<file path="src/rtl/thunderbird_light_fsm.sv">
// ThunderBird tail-light sequencer: synchronizes turn/hazard switches and steps
// the six-lamp pattern once per TICK_DIV clocks.
module thunderbird_light_fsm #(
   parameter  int TICK_DIV = 12_500_000,
   localparam int CNT_W    = (TICK_DIV > 1) ? $clog2(TICK_DIV) : 1
) (
   input  logic       clk,
   input  logic       rst,
   input  logic       left,
   input  logic       right,
   input  logic       hazard,
   output logic [5:0] light_pattern,
   output logic       active
);

   typedef enum logic [2:0] {
      IDLE = 3'd0,
      L1   = 3'd1,
      L2   = 3'd2,
      L3   = 3'd3,
      R1   = 3'd4,
      R2   = 3'd5,
      R3   = 3'd6,
      LR3  = 3'd7
   } state_t;

   state_t           state, nxt;
   logic [1:0]       l_q, r_q, h_q;
   logic             l_s, r_s, h_s;
   logic [CNT_W-1:0] cnt;
   logic             tick;

   assign l_s  = l_q[1];
   assign r_s  = r_q[1];
   assign h_s  = h_q[1];
   assign tick = (cnt == CNT_W'(TICK_DIV - 1));

   always_ff @(posedge clk or posedge rst) begin
      if (rst) begin
         l_q <= '0;
         r_q <= '0;
         h_q <= '0;
         cnt <= '0;
      end else begin
         l_q <= {l_q[0], left};
         r_q <= {r_q[0], right};
         h_q <= {h_q[0], hazard};
         cnt <= tick ? '0 : cnt + CNT_W'(1);
      end
   end

   function automatic logic [5:0] pattern(input state_t s);
      case (s)
         L1:      pattern = 6'b001000;
         L2:      pattern = 6'b011000;
         L3:      pattern = 6'b111000;
         R1:      pattern = 6'b000100;
         R2:      pattern = 6'b000110;
         R3:      pattern = 6'b000111;
         LR3:     pattern = 6'b111111;
         default: pattern = 6'b000000;
      endcase
   endfunction

   // Once a turn sequence starts it always runs to L3/R3; only hazard can cut it short.
   always_comb begin
      nxt = state;
      if (tick) begin
         case (state)
            IDLE: begin
               if (h_s || (l_s && r_s)) nxt = LR3;
               else if (l_s)            nxt = L1;
               else if (r_s)            nxt = R1;
               else                     nxt = IDLE;
            end
            L1:      nxt = h_s ? LR3 : L2;
            L2:      nxt = h_s ? LR3 : L3;
            R1:      nxt = h_s ? LR3 : R2;
            R2:      nxt = h_s ? LR3 : R3;
            L3, R3:  nxt = IDLE;
            LR3:     nxt = IDLE;
            default: nxt = IDLE;
         endcase
      end
   end

   // Outputs decode the next state so they move on the same edge as the state.
   always_ff @(posedge clk or posedge rst) begin
      if (rst) begin
         state         <= IDLE;
         light_pattern <= 6'b000000;
         active        <= 1'b0;
      end else begin
         state         <= nxt;
         light_pattern <= pattern(nxt);
         active        <= (nxt != IDLE);
      end
   end

endmodule

</file>
<file path="config.mk">
export PLATFORM = sky130hd
export DESIGN_NAME = thunderbird_light_fsm
export DESIGN_NICKNAME = d
export VERILOG_FILES = /design/src/rtl/thunderbird_light_fsm.sv
export SDC_FILE = /design/constraint.sdc
export NUM_CORES = 1
export LEC_CHECK = 0
export CORE_MARGIN = 4
export CORE_UTILIZATION = 61
export CTS_BUF_LIST = sky130_fd_sc_hd__clkbuf_8 sky130_fd_sc_hd__clkbuf_16
export DETAILED_ROUTE_END_ITERATION = 8
export GPL_ROUTABILITY_DRIVEN = 0
export PLACE_DENSITY = 0.82
export SETUP_SLACK_MARGIN = 0.5
export SYNTH_ARGS = -nofsm -noshare
export SYNTH_HDL_FRONTEND = slang
export SYNTH_SLANG_ARGS = --single-unit
</file>
<file path="constraint.sdc">
create_clock -name clk -period 3.33 [get_ports clk]
set_input_delay 0.333 -clock clk [delete_from_list [all_inputs] [get_ports clk]]
set_output_delay 0.333 -clock clk [all_outputs]
set_load 0.05 [all_outputs]
</file>
Figure 1. M1 wires (run 1).
Scale bar: 20 um. Cells faint in the background.
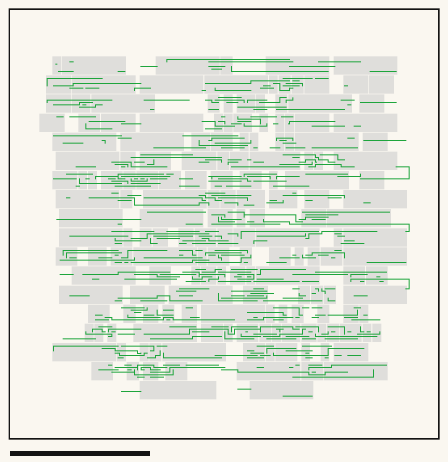
wire length on this layer: 1,530 um
nets with wire on the layer: 170
longest straight run: 17.5 um
met1 Track Usage GR: 26.0%
DR vias: 1,232

Figure 2. Signal wires on met2 (run 1).
Scale bar: 20 um. Cells faint in the background.
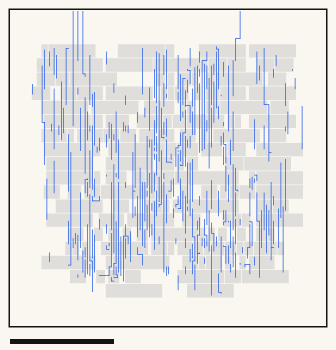
wire length on this layer: 1,480 um
longest straight run: 22.1 um
met2 GRT Util: 31.1%
total wire length: 3240 um

Figure 3. M3 wires (run 1).
Scale bar: 20 um. Cells faint in the background.
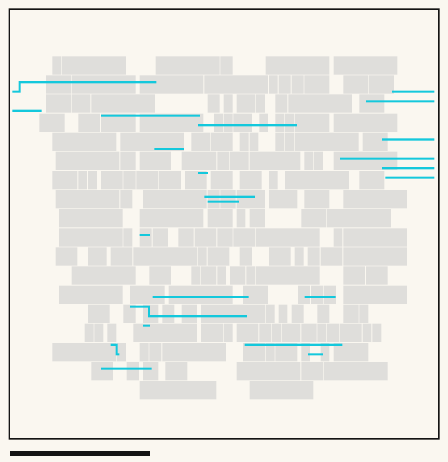
share of all routed wire: 5.6%
wire length on this layer: 180 um
nets with wire on the layer: 16
longest straight run: 19.3 um
main direction: horizontal
met3 Resource Use GR: 7.23%

Figure 4. Pin map (run 1).
Scale bar: 20 um. Pins as bars across the die edge, other pins in gray.
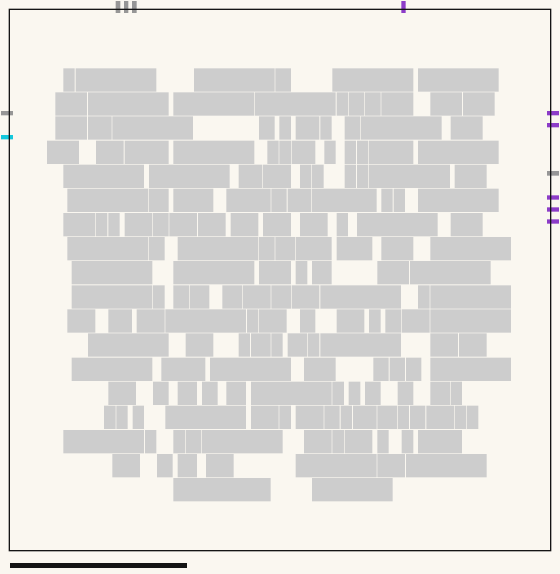
| port | color | pins | direction | edge |
|---|---|---|---|---|
| rst | cyan | 1 | input | left |
| light_pattern | purple | 6 | output | 5 right, 1 top |
all pins by edge: 6 right, 4 top, 2 left
chip height: 60.9 um
Chip Width: 60.9 um

==> flow_summary.yaml, run 1 <==
# physical design summary
status:
  status: "completed"
route:
  drc: 0
  routedWlPerCell_um: 15.7
  antenna_left: 0
  drt_iter0_drc: 68
  drt-vias-per-instance: 5.98
cts:
  numCtsBuffers: 5
  ctsHoldBuffers: 0
  cts_tree: "built"
  cts_setup_buffers: 0
  clock_latency_ns: 0.30
  clk_path_buf_depth: 2
  htree_levels: 2
  cts.sinks: 40
  cts_resized: 0
placed_design:
  dpl_cell_area_mm2: 0.00187
  io_buffers: 11
  dpl.hpwl_um: 2260
  placed_cells: 198
timing:
  skew_ns: 0.00841
  fin_crit_ns: 2.30
  max_freq_mhz: 434
  max_slew_margin_pct: 41.6
  drv_slew: 0
  setup_tns_ns: 0
  hold_viol_final: 0
  setup_viol_count_final: 0
  worst_slew_pin_slew_ns: 0.854
  rsz0062_at_grt: "false"
synth:
  syn_area_per_cell_um2: 11.0
  yosys-stat-area_mm2: 0.00171
  yosys.cell_types.count: 33
  top_cells_by_area: "dfrtp_1 (59%), xnor2_1 (8.2%), nor2_1 (4.4%), nand2_1 (3.1%), and4_1 (2.6%)"
  yosysCellCount: 156
  synth_warnings: 0
  top_area_share_pct: 58.6
  ys.flops: 40
  ys_seq_share_pct: 58.6
  syn_nets: 162
  syn_area_mm2: 0.00171
  synth_cells: 156
setup_path:
  cp-end-kind: "flop"
  worst-setup-path-type: "reg -> reg"
  critPathMaxFanout: 5
  crit_path_start_kind: "flop"
  r2r_slack_ns: 1.03
  worstPathArrival_ns: 2.49
  required_ns: 3.52
final_layout:
  stdcell_area_mm2: 0.00198
  mostFrequentLayoutCells: "dfrtp_1 (40), nor2_1 (20), xnor2_1 (16)"
  stdcell_count: 206
  areaGrowthSynthToFinish_pct: 15.6
  diodes: 0
  logic_area_um2: 678
  layout_top_cell: "dfrtp_1"
  fin_nets: 181
  layout-drive-gt1-share_pct: 9.09
  seq_area_mm2: 0.00100
  fin_util_pct: 76.9
pwr:
  ir_drop_mv: 0.497
  switching_share_pct: 20.0
  switching_power_w: 0.000179
  comb_power_share_pct: 2.0
  pwr-share-clk_pct: 43.1
  pwr-share-seq_pct: 54.9
  power_leakage_nw: 0.906
floorplanning:
  fp-utilization_pct: 66.6
  coreArea_mm2: 0.00257
  io_pins: 12
flow_run:
  drv_cap: 0
global_route:
  track_usage_pct: 20.0
  grt-ovfl-total: 0
  grt_pass1_vias: 1125
  antenna_found_initial: 0
min_path:
  hp-class: "reg -> reg"
==> run 1: sequential cells by signal, indices dropped and copies added (netlist names) <==
name	count
light_pattern	6
active	1
l_q	2
cnt	24
state	3
h_q	2
r_q	2
==> run 1: synth_stat cells <==
cell	number
clkbuf_1	1
o31a_2	1
a21oi_1	5
or3_1	2
nor3_1	6
nor4bb_1	1
and2_2	1
nand3_1	8
dfrtp_1	40
nor4_1	2
and2_1	1
maj3_2	1
or3_4	1
a2bb2oi_1	1
a2111oi_0	1
a211oi_4	1
inv_2	1
mux2i_1	1
and3_1	2
xor2_1	3
nor2_1	20
inv_1	6
nand4_1	6
o41ai_1	1
or4_1	1
and4_1	5
xnor2_1	16
o21a_1	1
ha_1	1
o21ai_0	3
and3_2	1
nand2_1	14
nor3b_1	1
==> run 1: per-stage QoR <==
stage / power (W) / worst slack (ns)
final: 0.000894 / 1.03
after global routing: 0.000924 / 0.897
after detailed placement: 0.000519 / 1.06
after floorplan: 0.000510 / 1.26
after global placement: 0.000518 / 1.15
after CTS: 0.000898 / 1.06
==> run 1: power by group through the flow <==
stage	Sequential [W]	Combinational [W]	Clock, W
2_1_floorplan	0.000500	0.00000979	0
3_3_place_gp	0.000500	0.0000175	0
3_5_place_dp	0.000500	0.0000182	0
4_1_cts	0.000491	0.0000183	0.000389
5_1_grt	0.000491	0.0000199	0.000413
6_report	0.000491	0.0000176	0.000385
==> run 1: cells by family (layout without fill, tap and decap cells) <==
family | Yosys count | count (layout) | synth area share [%]
adder cells (fa/ha/maj) | 2 | 2 | 1.39
AND-OR/OR-AND | 14 | 14 | 6.08
multiplexers | 1 | 1 | 0.586
flip-flops | 40 | 40 | 58.6
XOR/XNOR | 19 | 19 | 9.74
buffers and inverters | 8 | 28 | 1.76
AND/OR/NAND/NOR | 72 | 72 | 21.9
==> run 1: layout make-up <==
class | instances | share of cell area [%]
Clock buffer | 5 | 3.48
Sequential cell | 40 | 50.7
Timing Repair Buffer | 13 | 6.33
Multi-Input combinational cell | 108 | 34.3
Tap cell | 30 | 1.90
Clock inverter | 3 | 1.96
Inverter | 7 | 1.33
==> run 1: path summary, 6_finish.rpt <==
check,end,cells past startpoint,from
min in group asynchronous,h_q[0],3,rst
hold / removal,r_q[1],0,r_q[0]
setup reg to reg,light_pattern[3],6,cnt[6]
max in group asynchronous,l_q[1],3,rst
setup / recovery,light_pattern[3],6,cnt[6]
hold reg to reg,r_q[1],0,r_q[0]
==> run 1: critical path, stage by stage (launching register included) <==
cell and delay [ns]:
dfrtp_1 0.44, nor4bb_1 0.34, nand4_1 0.23, or3_4 0.48, a211oi_4 0.33, inv_2 0.08
maj3_2 0.30
==> run 1: per-layer routing <==
metal / vias to the layer above / wire length, um / global-route usage [%]
met3: 8 / 180 / 7.23
met5: - / 0 / 0
met2: 31 / 1480 / 31.1
met1: 617 / 1530 / 26.0
met4: 0 / 46 / 6.50
li1: 576 / - / -
--- run 2 (diff from run 1) ---
- CORE_UTILIZATION: 61 -> 51
- PLACE_DENSITY: 0.82 -> 0.73
- clock period: 3.33 -> 1.9 ns (I/O delays scaled with it)
Figure 5. Signal wires on met2 (run 2).
Scale bar: 20 um. Cells faint in the background.
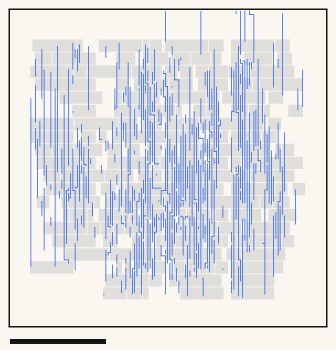
main direction: vertical
nets with wire on the layer: 196
share of all routed wire: 51%

Figure 6. M1 wires (run 2).
Scale bar: 20 um. Cells faint in the background.
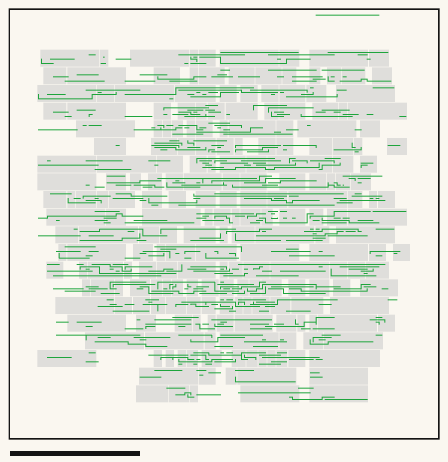
main direction: horizontal
longest straight run: 23.9 um
share of all routed wire: 42%
wire length on this layer: 1,800 um
nets with wire on the layer: 210
total wire length: 4330 um
DR vias: 1,421
met1 Track Usage GR: 28.6%

Figure 7. M3 wires (run 2).
Scale bar: 20 um. Cells faint in the background.
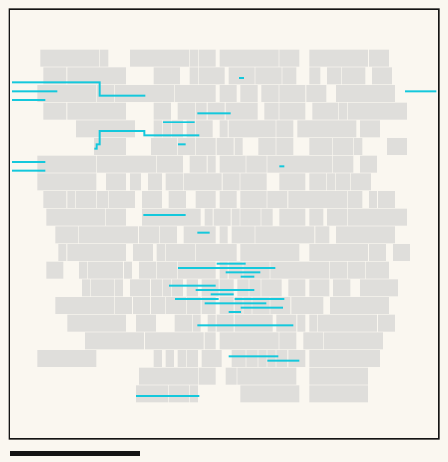
main direction: horizontal
wire length on this layer: 197 um
longest straight run: 14.7 um
met3 Resource Use GR: 5.61%

==> run 2 against run 1 <==
Via count up 15%. Clock-buffer cell count unchanged. Routed wire length up 34%. Flip-flop count unchanged. Critical path depth up 1. Register-to-register slack worse by 1.3 ns. Synthesized cell count unchanged. Final area up 27%. Non-clock buffer count up 47. Worst hold slack worse by 0.033 ns. Largest power group unchanged. Clock power up 86%. Clock skew up 0.0018 ns. The run now ends with negative setup slack left.
==> flow_summary.yaml, run 2 <==
# physical design summary
setup_path:
  r2r.worst_path.cells: 7
  r2r-start: "cnt[6]"
  r2r_slack_ns: -0.29
  critPathMaxFanout: 4
  required_ns: 2.13
  startpoint: "cnt[6]"
  worstReg2RegEnd: "light_pattern[4]"
  crit_path_start_kind: "flop"
  cp-end-kind: "flop"
  endpoint: "light_pattern[4]"
  worst-setup-path-type: "reg -> reg"
  worstPathArrival_ns: 2.42
route:
  drc: 0
  antenna_left: 0
  routedWlPerCell_um: 16.2
  drt_iter0_drc: 83
  dr.pass1.iters: 4
  drt-vias-per-instance: 5.32
cts:
  clock_latency_ns: 0.30
  cts_tree: "built"
  numCtsBuffers: 5
  clk_path_buf_depth: 2
  ctsHoldBuffers: 0
  cts.sinks: 40
  htree_levels: 2
synth:
  top_area_share_pct: 58.6
  synth_cells: 156
  enable_flop_cells: 0
  async_reset_ff_share_pct: 100
  syn_area_mm2: 0.00171
  yosysMostFrequentCell: "dfrtp_1"
  synth_warnings: 0
  yosys-stat-area_mm2: 0.00171
  top_cells_by_area: "dfrtp_1 (59%), xnor2_1 (8.2%), nor2_1 (4.4%), nand2_1 (3.1%), and4_1 (2.6%)"
  syn_area_per_cell_um2: 11.0
  syn_nets: 162
  common_cells: "dfrtp_1 (40), nor2_1 (20), xnor2_1 (16), nand2_1 (14), nand3_1 (8)"
  ff_type: "dfrtp_1"
  yosys.cell_types.count: 33
  ys_seq_share_pct: 58.6
  ys.flops: 40
  yosysCellCount: 156
floorplanning:
  coreArea_mm2: 0.00313
  fp-utilization_pct: 54.6
  die_x_um: 65.9
  die-height_um: 65.9
  io_pins: 12
final_layout:
  diodes: 0
  top_regs: "cnt: 24 flops, light_pattern: 6 flops, state: 3 flops"
  layout_top_cell: "dfrtp_1"
  fin_util_pct: 80.2
  largest_reg_flops: 24
  areaGrowthSynthToFinish_pct: 46.8
  mostFrequentLayoutCells: "dfrtp_1 (40), buf_4 (36), nor2_1 (17)"
  regMostFlops: "cnt"
  fin_nets: 228
  layout-drive-gt1-share_pct: 39.0
timing:
  max_freq_mhz: 457
  setup_slack_ns: -0.289
  rsz0062_at_grt: "true"
  worst_slew_pin_slew_ns: 0.508
  fin_crit_sh_pct: 115
  skew_ns: 0.0102
  hold_viol_final: 0
  fin_crit_ns: 2.19
  drv_slew: 0
  setup_viol_count_final: 24
  max_slew_margin_pct: 66.3
pwr:
  power_leakage_nw: 1.20
  powerDensity_mw_per_mm2: 643
  ir_drop_mv: 0.470
  finalPower_w: 0.00161
global_route:
  grt_pass1_vias: 1550
  track_usage_pct: 23.4
  antenna_found_initial: 0
  grt-ovfl-total: 0
placed_design:
  io_buffers: 11
  dpl.hpwl_um: 2720
flow_run:
  drv_cap: 0
status:
  status: "finished, violations left"
  failed_checks: "negative setup slack"
min_path:
  hp-class: "in -> async"
## run 2: stage by stage
stage	hold WS [ns]	area, um^2	instances	TNS [ns]	setup slack, ns
4_1_cts	0.331	2400	257	-0.948	-0.175
2_1_floorplan	0.221	1730	156	-0.0913	-0.0913
3_3_place_gp	0.334	2120	241	-1.31	-0.228
5_1_grt	0.338	2510	267	-5.34	-0.380
6_report	0.317	2510	267	-3.11	-0.289
3_5_place_dp	0.340	2120	241	-1.80	-0.304
## run 2: timing repair
action | in CTS | in global routing
setup buffers | 8 | 10
pin swaps | 7 | 10
resized | 33 | 14
endpoints found under the setup margin | 35 | 32
## run 2: metal layers
layer  vias up  wire length (um)  global-route usage, %  part of all wire [%]
li1        677                 -                      -                     -
met1       689              1800                   28.6                    42
met2        44              2210                   38.8                    51
met3        11               197                   5.61                   4.5
met4         0               119                   10.9                   2.7
met5         -                 0                      0                     0
## run 2: how the worst min path moves through the flow
stage,cells after the start,start,end
floorplan,0,hazard,h_q[0]
finish,3,rst,light_pattern[3]
detailed placement,0,l_q[0],l_q[1]
CTS,3,rst,h_q[1]
global placement,0,r_q[0],r_q[1]
global route,1,left,l_q[0]
## run 2: power by group
group	leakage, nW	internal, W	switching [W]	total, W
combinational	0.619	0.0000130	0.0000228	0.0000358
clock	0.0548	0.000396	0.000322	0.000718
sequential	0.531	0.000857	0.00000270	0.000860
## run 2: critical path: stages, from the launching register on
cell	delay, ns
dfrtp_1	0.39
nor4bb_2	0.32
nand4_1	0.19
or3_4	0.47
o31a_4	0.39
buf_4	0.14
buf_6	0.11
a21oi_2	0.11
## run 2: kinds of logic (layout without fill, tap and decap cells)
| logic type | count (synthesis) | count (layout) | share of synthesized area [%] |
|---|---|---|---|
| mux | 1 | 1 | 0.586 |
| flops | 40 | 40 | 58.6 |
| fa+ha+maj | 2 | 2 | 1.39 |
| buf+inv | 8 | 75 | 1.76 |
| xor+xnor | 19 | 19 | 9.74 |
| simple gates | 72 | 72 | 21.9 |
| compound gates | 14 | 14 | 6.08 |
## run 2: area by class of cell
| class | instances | area [um^2] |
|---|---|---|
| multi-input cells | 108 | 793 |
| repair buffers | 60 | 515 |
| flip-flops and latches | 40 | 1000 |
| well taps | 44 | 55.1 |
| clock inverters | 3 | 46.3 |
| fillers | 168 | 619 |
| clock buffers | 5 | 68.8 |
| inverters | 7 | 28.8 |
--- run 3 (diff from run 2) ---
- ABC_CLOCK_PERIOD_IN_PS: not set -> 1900
Figure 8. Signal wires on met2 (run 3).
Scale bar: 20 um. Cells faint in the background.
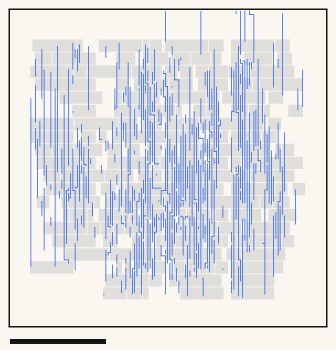
share of all routed wire: 51%
wire length on this layer: 2,210 um
longest straight run: 37.1 um
nets with wire on the layer: 196
main direction: vertical
met2 GRT Util: 38.8%

Figure 9. M1 wires (run 3).
Scale bar: 20 um. Cells faint in the background.
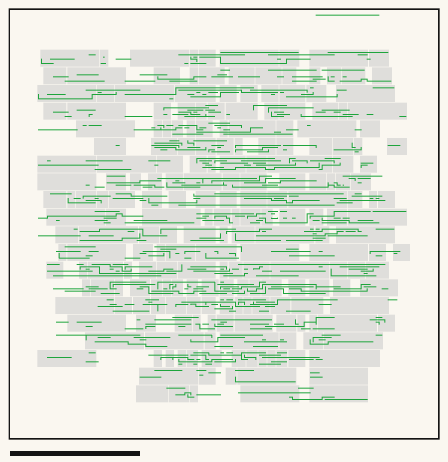
nets with wire on the layer: 210
main direction: horizontal
share of all routed wire: 42%
longest straight run: 23.9 um
wire length on this layer: 1,800 um

Figure 10. M3 wires (run 3).
Scale bar: 20 um. Cells faint in the background.
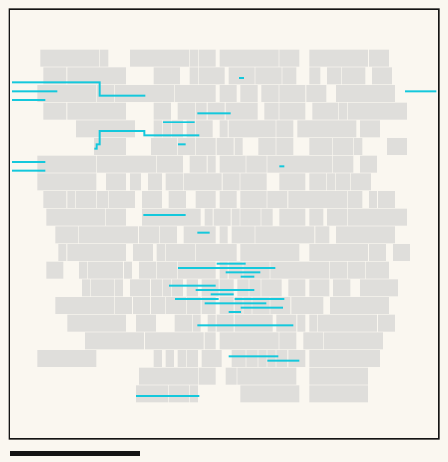
wire length on this layer: 197 um
share of all routed wire: 4.6%
nets with wire on the layer: 22
main direction: horizontal

==> run 3 against run 2 <==
The run still ends with negative setup slack left. Power is the same. Routed wire length unchanged. Final cell count is the same. Non-clock buffer count unchanged. Final area unchanged. First-iteration DRC count is the same. Flip-flop count unchanged. Critical endpoint unchanged. Largest cell class unchanged.
==> flow_summary.yaml, run 3 <==
# physical design summary
setup_path:
  r2r-start: "cnt[6]"
  r2r_slack_ns: -0.29
  required_ns: 2.13
  r2r.worst_path.cells: 7
  worst-setup-path-type: "reg -> reg"
final_layout:
  layout-drive-gt1-share_pct: 39.0
  fin_nets: 228
  top_regs: "cnt: 24 flops, light_pattern: 6 flops, state: 3 flops"
  areaGrowthSynthToFinish_pct: 46.8
  mostFrequentLayoutCells: "dfrtp_1 (40), buf_4 (36), nor2_1 (17)"
  largest_reg_flops: 24
  layout_top_cell: "dfrtp_1"
  diodes: 0
synth:
  yosysMostFrequentCell: "dfrtp_1"
  ys_seq_share_pct: 58.6
  yosys-stat-area_mm2: 0.00171
  common_cells: "dfrtp_1 (40), nor2_1 (20), xnor2_1 (16), nand2_1 (14), nand3_1 (8)"
  xor_share_pct: 9.74
  simple_gate_share_pct: 21.9
  compound_area_share_pct: 6.08
  synth_warnings: 0
  yosysCellCount: 156
  syn_area_mm2: 0.00171
  syn_nets: 162
  enable_flop_cells: 0
  top_cells_by_area: "dfrtp_1 (59%), xnor2_1 (8.2%), nor2_1 (4.4%), nand2_1 (3.1%), and4_1 (2.6%)"
  synth_cells: 156
status:
  status: "finished, violations left"
  failed_checks: "negative setup slack"
pwr:
  p_int_w: 0.00127
  pwr-share-clk_pct: 44.5
  pwr-share-seq_pct: 53.3
  powerDensity_mw_per_mm2: 643
  ir_drop_mv: 0.470
  switching_share_pct: 21.5
  power_leakage_nw: 1.20
  switching_power_w: 0.000347
route:
  via_count: 1421
  routedWlPerCell_um: 16.2
  antenna_left: 0
  drt-vias-per-instance: 5.32
  drt_iter0_drc: 83
  drt_wl_total_um: 4330
  dr.pass1.iters: 4
floorplanning:
  io_pins: 12
  die-height_um: 65.9
global_route:
  grt-ovfl-total: 0
  track_usage_pct: 23.4
  grt_pass1_vias: 1550
cts:
  cts_tree: "built"
  clk_path_buf_depth: 2
  clock_latency_ns: 0.30
timing:
  setup_slack_ns: -0.289
  setup_viol_count_final: 24
  max_freq_mhz: 457
  drv_slew: 0
  rsz0062_at_grt: "true"
  skew_ns: 0.0102
placed_design:
  post-place-ws_ns: -0.304
min_path:
  hp-class: "in -> async"
[run 3: cell counts after synthesis]
Identical to the previous run, type by type.
[run 3: worst max path at each step]
stage | from | to | depth (start not counted)
2_1_floorplan | cnt[8] | light_pattern[3] | 6
3_3_place_gp | cnt[22] | light_pattern[1] | 6
3_5_place_dp | cnt[22] | light_pattern[1] | 6
4_1_cts | cnt[22] | light_pattern[3] | 6
5_1_grt | cnt[6] | light_pattern[4] | 10
6_report | cnt[6] | light_pattern[4] | 7
[run 3: power groups by stage]
stage	registers (W)	logic [W]	clock network [W]
2_1_floorplan	0.000876	0.0000172	0
3_3_place_gp	0.000876	0.0000332	0
3_5_place_dp	0.000876	0.0000353	0
4_1_cts	0.000860	0.0000377	0.000728
5_1_grt	0.000860	0.0000410	0.000772
6_report	0.000860	0.0000358	0.000718
[run 3: cell families (layout without fill, tap and decap cells)]
logic type / Yosys count / count (layout)
xor+xnor: 19 / 19
flops: 40 / 40
compound gates: 14 / 14
fa+ha+maj: 2 / 2
buf+inv: 8 / 75
mux: 1 / 1
simple gates: 72 / 72
[run 3: repair_timing]
action	in CTS	in global routing
buffers inserted	8	10
pin swaps	7	10
endpoints found under the setup margin	35	32
resized	33	14
hold buffers	0	0
[run 3: area by class of cell]
cell class	instances	area [um^2]
Sequential cell	40	1000
Inverter	7	28.8
Fill cell	168	619
Clock inverter	3	46.3
Timing Repair Buffer	60	515
Multi-Input combinational cell	108	793
Clock buffer	5	68.8
Tap cell	44	55.1
[run 3: stage by stage]
step                      setup TNS (ns)  std cells  power (W)  area [um^2]
final                              -3.11        267    0.00161         2510
after floorplan                  -0.0913        156   0.000893         1730
after detailed placement           -1.80        241   0.000912         2120
after global placement             -1.31        241   0.000909         2120
after global routing               -5.34        267    0.00167         2510
after CTS                         -0.948        257    0.00163         2400
[run 3: per-layer routing]
layer  part of all wire, %  GRT usage (%)  vias up
li1                      -              -      677
met1                    42           28.6      689
met2                    51           38.8       44
met3                   4.5           5.61       11
met4                   2.7           10.9        0
met5                     0              0        -
[run 3: worst max-delay path, stage by stage (launching register included)]
cell      delay (ns)
dfrtp_1         0.39
nor4bb_2        0.32
nand4_1         0.19
or3_4           0.47
o31a_4          0.39
buf_4           0.14
buf_6           0.11
a21oi_2         0.11
No activity file was given, so power comes from the tool's default toggle rates.
